==> images/wire_density.png <==
17 x 17 tiles, from white (low) to dark blue (high), scaled to the fullest tile. Values are wire area over tile area, all layers added.
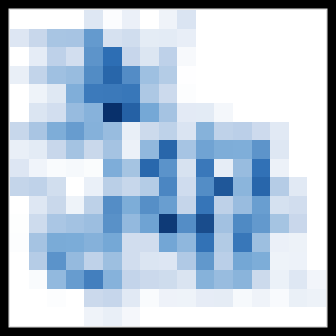
==> images/final_congestion.png <==
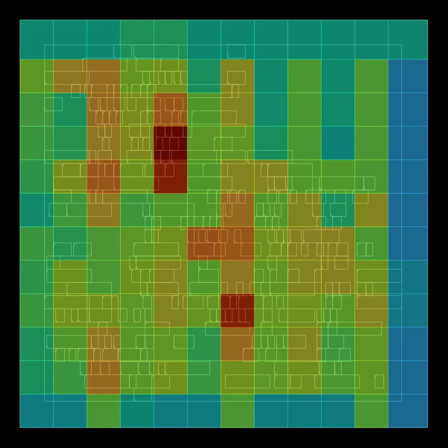
==> images/met1.png <==
Scale bar: 20 microns.
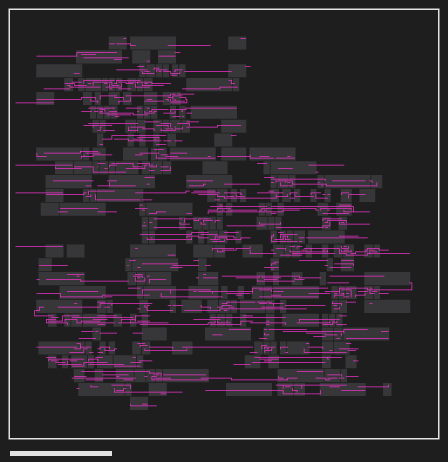
## src/rtl/pll_rst_sequencer.sv

```systemverilog
// pll_rst_sequencer: qualifies the asynchronous PLL lock in the ADC clock domain
// and produces a synchronously released active-low datapath reset. It also keeps
// lock/loss-of-lock telemetry for the housekeeping registers.
`timescale 1ns/1ps
module pll_rst_sequencer #(
  parameter int SYNC_STAGES = 2,
  parameter int LOCK_QUAL   = 4096,
  parameter int RST_HOLD    = 16,
  parameter int CNT_W       = 8
) (
  input  logic             clk,
  input  logic             rstn,
  input  logic             pll_locked_i,
  input  logic             sw_rst_i,
  input  logic             loss_clr_i,
  output logic             rstn_o,
  output logic             locked_o,
  output logic [1:0]       state_o,
  output logic [CNT_W-1:0] loss_cnt_o,
  output logic             loss_sticky_o
);

  localparam int QW = $clog2(LOCK_QUAL + 1);
  localparam int HW = $clog2(RST_HOLD + 1);
  localparam logic [QW-1:0]    Q_LAST  = QW'(LOCK_QUAL - 1);
  localparam logic [HW-1:0]    H_LAST  = HW'(RST_HOLD - 1);
  localparam logic [CNT_W-1:0] CNT_MAX = {CNT_W{1'b1}};

  typedef enum logic [1:0] {
    ST_WAIT = 2'd0,
    ST_QUAL = 2'd1,
    ST_REL  = 2'd2,
    ST_RUN  = 2'd3
  } state_t;

  logic [SYNC_STAGES-1:0] sync;
  logic                   lock_s;
  state_t                 state, state_nx;
  logic [QW-1:0]          q, q_nx;
  logic [HW-1:0]          h, h_nx;
  logic                   loss_evt;

  assign lock_s   = sync[SYNC_STAGES-1];
  assign state_o  = state;
  assign loss_evt = (state == ST_RUN) && !lock_s;

  // Bring the asynchronous lock indication into the ADC clock domain.
  always_ff @(posedge clk or negedge rstn) begin
    if (!rstn) sync <= '0;
    else       sync <= {sync[SYNC_STAGES-2:0], pll_locked_i};
  end

  // State register, qualification/hold counters and registered reset/lock outputs.
  always_ff @(posedge clk or negedge rstn) begin
    if (!rstn) begin
      state    <= ST_WAIT;
      q        <= '0;
      h        <= '0;
      rstn_o   <= 1'b0;
      locked_o <= 1'b0;
    end else begin
      state    <= state_nx;
      q        <= q_nx;
      h        <= h_nx;
      rstn_o   <= (state_nx == ST_RUN);
      locked_o <= (state_nx == ST_RUN);
    end
  end

  // Next-state logic: a lock drop always wins, software reset only acts in RUN.
  always_comb begin
    state_nx = state;
    q_nx     = q;
    h_nx     = h;
    case (state)
      ST_WAIT: begin
        q_nx = '0;
        if (lock_s) begin
          if (LOCK_QUAL == 1) begin
            state_nx = ST_REL;
            h_nx     = '0;
          end else begin
            state_nx = ST_QUAL;
            q_nx     = QW'(1);
          end
        end
      end
      ST_QUAL: begin
        if (!lock_s) begin
          state_nx = ST_WAIT;
          q_nx     = '0;
        end else if (q == Q_LAST) begin
          state_nx = ST_REL;
          h_nx     = '0;
        end else begin
          q_nx = q + 1'b1;
        end
      end
      ST_REL: begin
        if (!lock_s) begin
          state_nx = ST_WAIT;
        end else if (h == H_LAST) begin
          state_nx = ST_RUN;
        end else begin
          h_nx = h + 1'b1;
        end
      end
      ST_RUN: begin
        if (!lock_s) begin
          state_nx = ST_WAIT;
        end else if (sw_rst_i) begin
          state_nx = ST_REL;
          h_nx     = '0;
        end
      end
      default: state_nx = ST_WAIT;
    endcase
  end

  // Loss-of-lock telemetry: a coincident clear never swallows a new loss event.
  always_ff @(posedge clk or negedge rstn) begin
    if (!rstn) begin
      loss_cnt_o    <= '0;
      loss_sticky_o <= 1'b0;
    end else if (loss_evt) begin
      loss_sticky_o <= 1'b1;
      if (loss_clr_i)                 loss_cnt_o <= CNT_W'(1);
      else if (loss_cnt_o != CNT_MAX) loss_cnt_o <= loss_cnt_o + 1'b1;
    end else if (loss_clr_i) begin
      loss_cnt_o    <= '0;
      loss_sticky_o <= 1'b0;
    end
  end

endmodule

```

## config.mk

```make
export PLATFORM = sky130hd
export DESIGN_NAME = pll_rst_sequencer
export DESIGN_NICKNAME = d
export VERILOG_FILES = /design/src/rtl/pll_rst_sequencer.sv
export SDC_FILE = /design/constraint.sdc
export NUM_CORES = 1
export LEC_CHECK = 0
export ABC_AREA = 1
export CAP_MARGIN = 10
export CORE_MARGIN = 5
export CORE_UTILIZATION = 35
export CTS_CLUSTER_DIAMETER = 150
export DETAILED_ROUTE_END_ITERATION = 7
export GPL_TIMING_DRIVEN = 0
export HOLD_SLACK_MARGIN = 0.12
export PLACE_DENSITY = 0.52
export SLEW_MARGIN = 5
export SYNTH_ARGS = -nofsm -noshare
export SYNTH_HDL_FRONTEND = slang
export SYNTH_SLANG_ARGS = --single-unit
```

## constraint.sdc

```tcl
create_clock -name clk -period 4.4 [get_ports clk]
set_clock_uncertainty 0.2 [all_clocks]
set_input_delay 0.66 -clock clk [delete_from_list [all_inputs] [get_ports clk]]
set_output_delay 0.66 -clock clk [all_outputs]
set_load 0.005 [all_outputs]
```

==> out/results.tsv <==
metric	value	unit
design_area	2270	sq um
clkTransAtPathRegs	0.07	ns
synth-compound-area-share	11.7	%
worst_hold_slack	0.148	ns
crit_type	register to primary output	
cts_max_path_buffers	2	
hold_path_class	register to register	
common_cells	58 x nand2_1, 32 x dfrtp_1, 27 x inv_1	
mux_share	0	%
crit_chain	clkdlybuf4s50_1	
drc	0	
fp-row-count	27	
numCtsBuffers	5	
synth.net_count	251	
fp.dieW	84.0	microns
syn2layout_area_growth	18.3	%
top_layer_used	met4	
avgSynthCellArea	7.92	sq um
adder_share	2.61	%
cp_slowest_cell	clkdlybuf4s50_1	
fp_util	35.5	%
r2r_slack	2.42	ns
diodes	0	
met2RoutedLength	1.77	mm
area_leaders	dfrtp_1 42%, nand2_1 11%, inv_1 5.3%	
critPathMaxStageDelay	0.55	ns
chipArea	7060	sq um
layout-drive-gt1-share	17.3	%
max_slew_margin	51.5	%
root_buffer	clkbuf_8	
crit_fanout	7	
endpoint_kind	primary output	
synth-simple-area-share	35.4	%
ys_area	1920	sq um
yosys.area.top_type_share	41.8	%
rsz0062_at_grt	false	
whs_path_depth	0	
fp.coreArea	5410	sq um
ir_drop	0.159	mV
setup_viol	0	
fin_ws	2.24	ns
portBuffers	17	
ctsHoldBuffers	0	
holdPathEnd	sync[1]$_DFF_PN0_	
use_met2	19.9	%
ctsResizeCount	0	
wl_met3	128	microns
nets	275	
period_used_share	49.1	%
ys_sh_xor	0.914	%
hold_violations	0	
vias_per_cell	4.71	
drtPass1Iterations	4	
dp_cells	331	
final_cells	338	
dp_hpwl	2.86	mm
status	finished, final reports clean	
startpoint_type	register	
utilization	42.0	%
synth_cell_types	30	
detail-route-antenna-nets	0	
maxSlewViolCount	0	
fillers	562	
p_leak	0.00101	uW
drv_cap	0	
drt-initial-drc-count	20	
ys_cells	242	
first_global_vias	1581	
die_h	84.0	microns
most_common_cell	nand2_1	
grt_util_met1	15.6	%
required	3.54	ns
grt_overflow	0	
grt_max_degree	33	
ys_top_logic_family	simple AND/OR/NAND/NOR gates	
syn_inst	242	
ioPinCount	18	
reg2reg_from	q[0]$_DFFE_PN0P_	
crit_arrival	1.30	ns
pre_cts_ws	2.23	ns
setup_tns	0	ns
wl_met1	2.02	mm
grt_pass1_wl	7.06	mm
worst_pin_slew	0.727	ns
total_power	656	uW
powerDensity	289	nW/um^2
flop_cell	dfrtp_1	
top_area_cell	dfrtp_1	
clock.fmax	463	MHz
place.gp.congestion	0.790	
Back to the opening pictures, wire_density.png:
emptiest ninth of the die: north-east
mean over tiles: 0.087
tiles over half the peak: 16%
Routed WL: 3.96 mm
WL per Instance: 11.7 microns
gr usage total: 12.2%
total number of vias: 1591

Back to the opening pictures, final_congestion.png:
global route hottest layer: met2
GR Util met3: 3.75%

Back to the opening pictures, met1.png:
main direction: horizontal
wire length on this layer: 2020 microns
longest straight run: 17.0 microns
share of all routed wire: 51%
nets with wire on the layer: 252

-- worst max path at each step --
stage | slack, ns | to | startpoint | depth (start not counted)
2_1_floorplan | 2.65 | q[3]$_DFFE_PN0P_ | q[0]$_DFFE_PN0P_ | 9
3_3_place_gp | 1.70 | loss_cnt_o[0]$_DFFE_PN0P_ | rstn | 1
5_1_grt | 2.17 | state_o[1] | state_o[1]$_DFF_PN0_ | 1
6_report | 2.24 | state_o[1] | state_o[1]$_DFF_PN0_ | 1
4_1_cts | 2.21 | state_o[1] | state_o[1]$_DFF_PN0_ | 1
3_5_place_dp | 2.23 | loss_cnt_o[3]$_DFFE_PN0P_ | loss_clr_i | 7
-- layout make-up --
class,count,area (sq um),share of cell area (%)
multi-input cells,177,971,42.8
flip-flops and latches,32,801,35.3
repair buffers,17,165,7.28
inverters,30,113,4.96
clock buffers,7,96.3,4.25
well taps,72,90.1,3.97
plain buffers,3,32.5,1.43
-- power breakdown --
group | internal [uW] | leakage [uW] | switching, uW | total, uW
Combinational | 35.9 | 0.000525 | 56.5 | 92.4
Sequential | 305 | 0.000437 | 14.1 | 319
Clock | 139 | 0.0000503 | 105 | 245
-- cell usage in the layout (no fill, tap or decap), types with 9 or more instances in the layout --
master	synthesis	routed
dfrtp_1	32	32
o21ai_1	9	9
nand2_1	58	58
nand3_1	20	20
nand2_2	11	11
nor2_1	16	16
clkdlybuf4s50_1	0	16
o21ai_0	14	14
nand4_1	12	12
inv_1	27	27
-- state kept, by name, indices dropped and copies added (netlist names) --
register / cells
q: 13
sync: 2
h: 5
locked_o: 1
loss_cnt_o: 8
loss_sticky_o: 1
state_o: 2
Power is estimated from default activity; no workload was simulated.
